Routed metal, one colour a layer:
The bar under the picture is 100 um long.
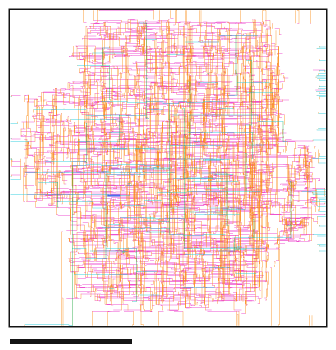
Routed metal per tile:
The bar under the picture is 100 um long. 26 x 26 tiles, from dark blue (low) to red (high), scaled to the fullest tile. Values are wire area over tile area, all layers added.
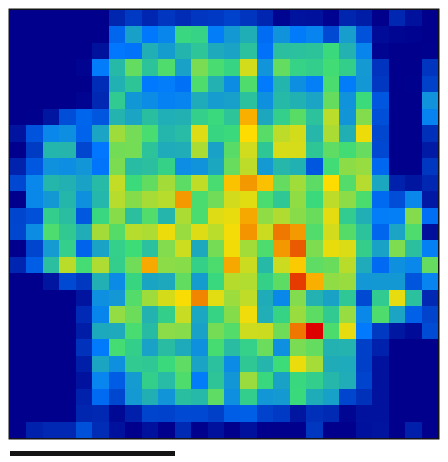
Routing congestion map:
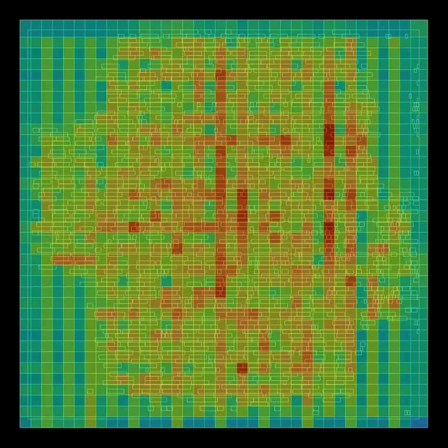
Cell classes on the final placement:
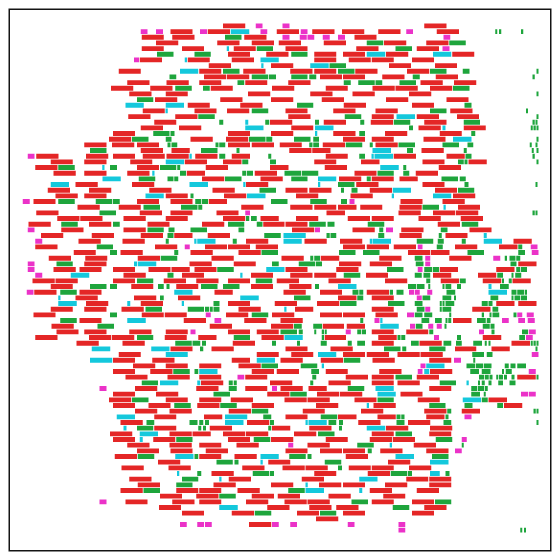
Sequential cells coloured by netlist name:
The bar under the picture is 100 um long. Other sequential cells in the stronger grey, the rest of the logic in the fainter grey.
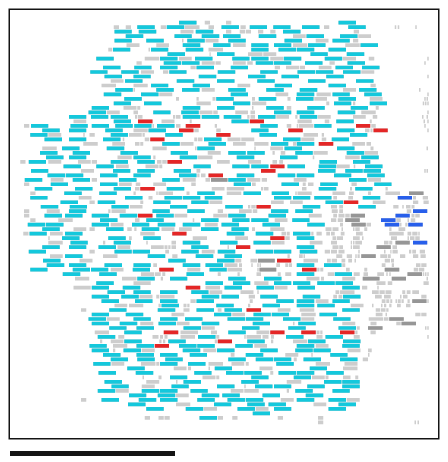
<file path="src/rtl/sd_dma_byte_sink_pkg.sv">
// Shared constants and serialiser state encoding for the SD DMA byte sink.
package sd_dma_byte_sink_pkg;

    localparam int SD_BLOCK_BYTES = 512;
    localparam int SD_BLOCK_WORDS = SD_BLOCK_BYTES / 4;

    typedef enum logic {
        SER_EMPTY = 1'b0,
        SER_HOLD  = 1'b1
    } ser_state_t;

endpackage

</file>
<file path="src/rtl/sync_fifo.sv">
// Single-clock FIFO with occupancy level; rd_data shows the head word combinationally.
module sync_fifo #(
    parameter int WIDTH = 32,
    parameter int AW    = 4
) (
    input  logic             clk,
    input  logic             reset,
    input  logic             push,
    input  logic [WIDTH-1:0] wr_data,
    input  logic             pop,
    output logic [WIDTH-1:0] rd_data,
    output logic             full,
    output logic             empty,
    output logic [AW:0]      level
);

    localparam int DEPTH = 1 << AW;

    logic [WIDTH-1:0] mem [DEPTH];
    logic [AW-1:0]    wr_ptr;
    logic [AW-1:0]    rd_ptr;
    logic             do_push;
    logic             do_pop;

    assign full    = (level == (AW+1)'(DEPTH));
    assign empty   = (level == '0);
    assign do_push = push & ~full;
    assign do_pop  = pop & ~empty;
    assign rd_data = mem[rd_ptr];

    always_ff @(posedge clk) begin
        if (do_push) begin
            mem[wr_ptr] <= wr_data;
        end
    end

    // Pointers wrap naturally at DEPTH; level is one bit wider to tell full from empty.
    always_ff @(posedge clk or posedge reset) begin
        if (reset) begin
            wr_ptr <= '0;
            rd_ptr <= '0;
            level  <= '0;
        end else begin
            if (do_push) begin
                wr_ptr <= wr_ptr + 1'b1;
            end
            if (do_pop) begin
                rd_ptr <= rd_ptr + 1'b1;
            end
            case ({do_push, do_pop})
                2'b10:   level <= level + 1'b1;
                2'b01:   level <= level - 1'b1;
                default: level <= level;
            endcase
        end
    end

endmodule

</file>
<file path="src/rtl/sd_dma_byte_sink.sv">
// Wishbone slave that buffers DMA words from the SD controller and streams them out as bytes,
// MSB first, with a one-cycle block_done strobe per completed sector.
module sd_dma_byte_sink
    import sd_dma_byte_sink_pkg::*;
#(
    parameter int FIFO_AW     = 4,
    parameter int BLOCK_WORDS = SD_BLOCK_WORDS
) (
    input  logic               clk,
    input  logic               reset,
    input  logic [31:0]        wb_adr_i,
    input  logic [31:0]        wb_dat_i,
    input  logic [3:0]         wb_sel_i,
    input  logic               wb_we_i,
    input  logic               wb_cyc_i,
    input  logic               wb_stb_i,
    output logic               wb_ack_o,
    output logic [31:0]        wb_dat_o,
    output logic [7:0]         out_data,
    output logic               out_valid,
    input  logic               out_ready,
    output logic               block_done,
    output logic [FIFO_AW:0]   fifo_level
);

    localparam int WCW = (BLOCK_WORDS > 1) ? $clog2(BLOCK_WORDS) : 1;

    logic             fifo_full;
    logic             fifo_empty;
    logic             fifo_push;
    logic             fifo_pop;
    logic [31:0]      fifo_rd_data;
    logic [WCW-1:0]   word_cnt;
    ser_state_t       ser_state;
    ser_state_t       ser_state_next;
    logic [31:0]      hold;
    logic [31:0]      hold_next;
    logic [1:0]       byte_idx;
    logic [1:0]       byte_idx_next;
    logic             unused_inputs;

    // Address and byte selects carry no information for this sink; every access is a full word.
    assign unused_inputs = ^{wb_adr_i, wb_sel_i};
    assign wb_dat_o      = '0;

    assign fifo_push = wb_cyc_i & wb_stb_i & wb_we_i & ~wb_ack_o & ~fifo_full;

    sync_fifo #(
        .WIDTH (32),
        .AW    (FIFO_AW)
    ) u_fifo (
        .clk     (clk),
        .reset   (reset),
        .push    (fifo_push),
        .wr_data (wb_dat_i),
        .pop     (fifo_pop),
        .rd_data (fifo_rd_data),
        .full    (fifo_full),
        .empty   (fifo_empty),
        .level   (fifo_level)
    );

    // Full comes from the registered level, so a same-cycle pop still delays the ack by one cycle.
    always_ff @(posedge clk or posedge reset) begin
        if (reset) begin
            wb_ack_o   <= 1'b0;
            word_cnt   <= '0;
            block_done <= 1'b0;
        end else begin
            wb_ack_o   <= wb_cyc_i & wb_stb_i & ~wb_ack_o & (~wb_we_i | ~fifo_full);
            block_done <= fifo_push && (word_cnt == WCW'(BLOCK_WORDS - 1));
            if (fifo_push) begin
                if (word_cnt == WCW'(BLOCK_WORDS - 1)) begin
                    word_cnt <= '0;
                end else begin
                    word_cnt <= word_cnt + 1'b1;
                end
            end
        end
    end

    always_ff @(posedge clk or posedge reset) begin
        if (reset) begin
            ser_state <= SER_EMPTY;
            hold      <= '0;
            byte_idx  <= '0;
        end else begin
            ser_state <= ser_state_next;
            hold      <= hold_next;
            byte_idx  <= byte_idx_next;
        end
    end

    // On the last byte of a word the next one is loaded directly, giving a gap-free stream.
    always_comb begin
        ser_state_next = ser_state;
        hold_next      = hold;
        byte_idx_next  = byte_idx;
        fifo_pop       = 1'b0;
        case (ser_state)
            SER_EMPTY: begin
                if (!fifo_empty) begin
                    fifo_pop       = 1'b1;
                    hold_next      = fifo_rd_data;
                    byte_idx_next  = 2'd0;
                    ser_state_next = SER_HOLD;
                end
            end
            SER_HOLD: begin
                if (out_ready) begin
                    if (byte_idx == 2'd3) begin
                        if (!fifo_empty) begin
                            fifo_pop      = 1'b1;
                            hold_next     = fifo_rd_data;
                            byte_idx_next = 2'd0;
                        end else begin
                            ser_state_next = SER_EMPTY;
                        end
                    end else begin
                        byte_idx_next = byte_idx + 2'd1;
                    end
                end
            end
            default: ser_state_next = SER_EMPTY;
        endcase
    end

    assign out_valid = (ser_state == SER_HOLD);
    assign out_data  = hold[{~byte_idx, 3'b000} +: 8];

endmodule
</file>
<file path="config.mk">
export PLATFORM = sky130hd
export DESIGN_NAME = sd_dma_byte_sink
export DESIGN_NICKNAME = d
export VERILOG_FILES = /design/src/rtl/sd_dma_byte_sink_pkg.sv /design/src/rtl/sync_fifo.sv /design/src/rtl/sd_dma_byte_sink.sv
export SDC_FILE = /design/constraint.sdc
export NUM_CORES = 1
export LEC_CHECK = 0
export CORE_MARGIN = 5
export CORE_UTILIZATION = 36
export DETAILED_ROUTE_END_ITERATION = 10
export GPL_ROUTABILITY_DRIVEN = 0
export PLACE_DENSITY = 0.5
export SYNTH_ARGS = -nofsm -noshare
export SYNTH_HDL_FRONTEND = slang
export SYNTH_SLANG_ARGS = --single-unit
</file>
<file path="constraint.sdc">
create_clock -name clk -period 10.85 [get_ports clk]
set_input_delay 1.085 -clock clk [delete_from_list [all_inputs] [get_ports clk]]
set_output_delay 1.085 -clock clk [all_outputs]
set_load 0.02 [all_outputs]
</file>
==> run notes <==
Implementation summary

The area reported by Yosys stat is 22360 sq um. TritonCTS built the clock tree. According to the finish report, the design has a final net count of 1233. The last timing report of the flow puts the setup violation total at 0.

Summed over all instances, the cell type with the most area after synthesis is sky130_fd_sc_hd__edfxtp_1. The final antenna diode tally reported by the flow is 0. According to the floorplan report, the placeable core area is 61600 sq um. The signal on the critical path passes through ha_1 -> a21bo_2 -> o21ai_4 -> buf_4 -> inv_2 -> ha_1 -> xor2_1 -> ha_1 -> o211a_1 -> o31ai_1 -> a31oi_1 -> xor2_1. The synthesized netlist occupies a cell area of 22360 sq um.

The number of iterations in the first detailed-routing pass is 5. The required time at the worst-slack endpoint is 11.33 ns. Clock tree synthesis selected as its root buffer the cell sky130_fd_sc_hd__clkbuf_16. The detailed router reported a total wirelength of 50880 um.

The clock share of power is 31.7%. The script extracted a total leakage power of 0.008299 uW. Summed over all failing endpoints, the final setup total negative slack is 0 ns. Per the slew report, the remaining headroom to the max-slew limit stands at 31.03%. The worst supply voltage drop on vdd is 0.1191 mV. The overall chip area is 67200 sq um.

The maximum clock frequency is 257.4 MHz. The number of DRC violations after detailed-routing iteration 0 is 780. The timing report gives the biggest stage delay along the critical path as 0.66 ns.

The number of distinct library cells after synthesis is 47. OpenROAD emitted warnings numbering 66. The final number of hold-violating endpoints is 0. The via count of the first global-routing pass is 10.81k. The global-route congestion overflow total is 0. Of all nets on the critical path, the largest fanout is 43.

The count of H-tree levels built during CTS is 2. The type recorded for the worst min-delay path is reg -> reg. The startpoint of the lowest-slack register-to-register path is byte_idx[0]$_DFFE_PP0P_. The endpoint kind of the worst setup timing path is a flop.

The data arrival time at the worst-slack endpoint is 4.36 ns. The count of boundary I/O pins is 122. The internal power summed over all cells is 4370 uW.

The flow ran to the end, and the final reports show no timing, DRC or antenna violations. The final instance count without filler cells is 2030. The synthesized design contains 569 register bits. The share of synthesized registers carrying an async set or reset is 10.02%. Clock-pin slew was measured on the worst setup and hold paths at 0.06 ns. Looking at the critical path, the single cell with the biggest stage delay is sky130_fd_sc_hd__dfrtp_1. Setup repair after global routing left no endpoint under its margin. The analysis attributes to net switching a power of 1733 uW. The relative area change from synthesis to final layout is 14.80%. The most common cell in the synthesized netlist is sky130_fd_sc_hd__edfxtp_1. The cell count after synthesis came out at 1068. In the post-route analysis, the smallest setup slack over all paths is 6.965 ns.

The largest net degree at the start of global routing is 58. In this run, flip-flops and latches consume 45.6% of the power. The final timing report lists a max-slew violation count of 0. The first global-routing pass estimated 75350 um of wire. The max-capacitance violation count is 0. The width of the die is 259.2 um. After synthesis, the most frequently instantiated cells are 512 x sky130_fd_sc_hd__edfxtp_1, 136 x sky130_fd_sc_hd__mux4_2, 57 x sky130_fd_sc_hd__dfrtp_1.

The number of antenna violations at the first check in global routing was 1. The report lists the power per cell area as 237.7 nW/um^2. Per the synthesis report, the single largest cell type by area occupies 68.75% of cell area. Once the floorplan was initialized, standard cells occupied 36.30% of the core. Clock skew on the completed layout was measured at 0.01695 ns. Per the detail_route report, the via count comes to 10.37k.

No sink is reached through more buffers than the 3 on the longest clock path. In this run the tool buffered the top-level ports with 53 buffer cells. Counting stages on the worst path, the most repeated cell is sky130_fd_sc_hd__ha_1. The total of cells resized after clock tree synthesis is 0. The clock latency on the worst-skew pair is 0.61 ns.

OpenSTA, run right after detailed placement, puts the worst setup slack at 6.381 ns. The element type at the critical path start is a flop. For the finished layout, the period the worst path requires is 3.885 ns. The synthesis log from Yosys contains 0 warnings. The share of cells above drive strength 1 is 23.81%. The net switching share of the total power is 28.39%. The startpoint of the most critical hold path is wb_ack_o$_DFF_PP0_. The cell row count is 91.

The worst setup path startpoint is byte_idx[0]$_DFFE_PP0P_. The count of nets left with antenna violations after detail routing is 0. The main area contributors are sky130_fd_sc_hd__edfxtp_1 69%, sky130_fd_sc_hd__mux4_2 14%, sky130_fd_sc_hd__dfrtp_1 6.4%, sky130_fd_sc_hd__buf_4 1.3%, sky130_fd_sc_hd__mux2i_1 0.98%. The most used flip-flop cell after synthesis is sky130_fd_sc_hd__edfxtp_1. Looking at the max-slew report, the worst-margin pin has a slew of 1.035 ns. The routed design shows a via density per instance of 5.106. The worst path uses 35.80% of the clock period. The number of cells after detailed placement is 1924. The critical path's top delay family is adder cells. Looking at the setup timing report, the critical path kind is reg -> reg. The number of buffer and inverter instances along the worst setup path is 2. The number of flops mapped to enable cells by yosys is 512. For reference, the post-synthesis area per instance comes to 20.94 sq um. Per the detail_route report, DRC violations left total 0.

The clock tree has to reach 569 sinks. The synth_stat.txt file lists the number of cells as 1068. Buffers inserted during clock tree synthesis total 59. The y dimension of the die is 259.2 um.

Of the total power, combinational logic draws 22.7%. In the placement report, post-DP HPWL is listed as 26880 um. The total of hold buffers inserted after clock tree synthesis is 0.

The share of the yosys chip area belonging to registers is 75.13%. Buffers added to address setup during post-CTS repair amount to 0.
Back to the opening pictures, 'routed metal, one colour a layer':
legend:
  met4:
    colour: green
    wire_length: 995 um
  met1:
    colour: magenta
    wire_length: 23.1 mm
  met5:
    colour: blue
    wire_length: 9.20 um
  met3:
    colour: cyan
    wire_length: 2770 um
  met2:
    colour: orange
    wire_length: 24.0 mm

Back to the opening pictures, 'routed metal per tile':
densest ninth of the die: middle
fullest tile: 0.37
mean over tiles: 0.12
tiles over half the peak: 27%
nearly empty tiles: 19%

Back to the opening pictures, 'routing congestion map':
post-layout util: 41.68%
met3 capacity usage during global routing: 3.074%
routed wirelength normalized by instance count: 25.07 um
GRT Overall Usage: 15.21%
GR met1 Demand/Resource: 22.16%

Back to the opening pictures, 'cell classes on the final placement':
legend:
  all other logic:
    colour: green
    cells: 436
  clock drivers and dummy loads:
    colour: cyan
    cells: 106
  other buffers and delay cells:
    colour: magenta
    cells: 82
  flip-flops:
    colour: red
    cells: 569

Back to the opening pictures, 'sequential cells coloured by netlist name':
legend:
  hold:
    colour: red
    sequential_cells: 32
  word_cnt:
    colour: blue
    sequential_cells: 7
    where: right middle
  u_fifo.mem:
    colour: cyan
    sequential_cells: 512
not coloured: 18

[final cells by class]
| type | count | area, sq um |
|---|---|---|
| clock buffer | 78 | 1600 |
| clock inverter | 28 | 226.5 |
| fill | 5392 | 35920 |
| inverter | 9 | 33.78 |
| multi-input combinational | 427 | 5201 |
| sequential | 569 | 16820 |
| tap | 837 | 1047 |
| timing repair buffer | 82 | 748.2 |
[power groups by stage]
stage | sequential (uW) | clock (uW) | combinational (uW)
CTS | 2790 | 1990 | 1420
detailed placement | 2840 | 0 | 1420
global route | 2810 | 2080 | 1510
finish | 2780 | 1940 | 1390
floorplan | 2620 | 0 | 1160
global placement | 2840 | 0 | 1410
[placed cells by master, fill, tap and decap left out, drive strengths merged, types with 5 or more instances in the layout]
master           n
a211o           20
a21oi           36
a22o            22
buf             29
clkbuf          78
clkdlybuf4s50   53
clkinv          23
conb            32
dfrtp           57
edfxtp         512
ha              11
inv              9
mux2            14
mux2i           22
mux4           136
nand2           15
nand2b           6
nor2            17
nor2b           22
nor3             5
o21ai            5
o22ai           25
xnor2           10
xor2             6
[through the flow]
step,hold slack (ns),total power (uW),instance area [sq um],utilization (%)
2_1_floorplan,0.4420,3782,22480,-
3_3_place_gp,0.4297,4246,23850,38.71
3_5_place_dp,0.4426,4252,23850,38.71
4_1_cts,0.4520,6211,25670,41.68
5_1_grt,0.4755,6405,25670,41.68
6_report,0.4428,6102,25670,41.68
[registers in the layout, indices dropped and copies added, names as in the netlist]
name           flops
u_fifo.mem       512
hold              32
word_cnt           7
u_fifo.level       5
u_fifo.rd_ptr      4
u_fifo.wr_ptr      4
byte_idx           2
block_done         1
out_valid          1
wb_ack_o           1
[metal layers]
layer	part of all wire, %	track usage (%)
met4	2.0	3.625
met2	47	23.85
met1	45	22.16
met3	5.4	3.074
met5	0.018	0
[path summary, 6_finish.rpt]
path                                           endpoint  slack, ns  cells after the start
setup reg to reg            u_fifo.level[4]$_DFFE_PP0P_       6.97                     12
max in group asynchronous  u_fifo.rd_ptr[0]$_DFFE_PP0P_       9.05                      3
setup / recovery            u_fifo.level[4]$_DFFE_PP0P_       6.97                     12
hold / removal                       wb_ack_o$_DFF_PP0_       0.44                      1
min in group asynchronous   u_fifo.level[0]$_DFFE_PP0P_       1.08                      3
hold reg to reg                      wb_ack_o$_DFF_PP0_       0.44                      1
[kinds of logic (layout without fill, tap and decap cells)]
kind of cell               Yosys count  in the layout  share of synthesized area (%)
DFF                                569            569                          75.13
xor gates and xnor gates            16             16                         0.6266
and+or+nand+nor                     77             77                          1.852
other                                1             32                        0.01677
adders and majority gates           11             11                         0.6154
AOI/OAI and AO/OA                  119            119                          3.749
buffers and inverters              103            197                          2.624
muxes                              172            172                          15.39
Power figures rest on the tool's default switching activity, not on a simulated workload.
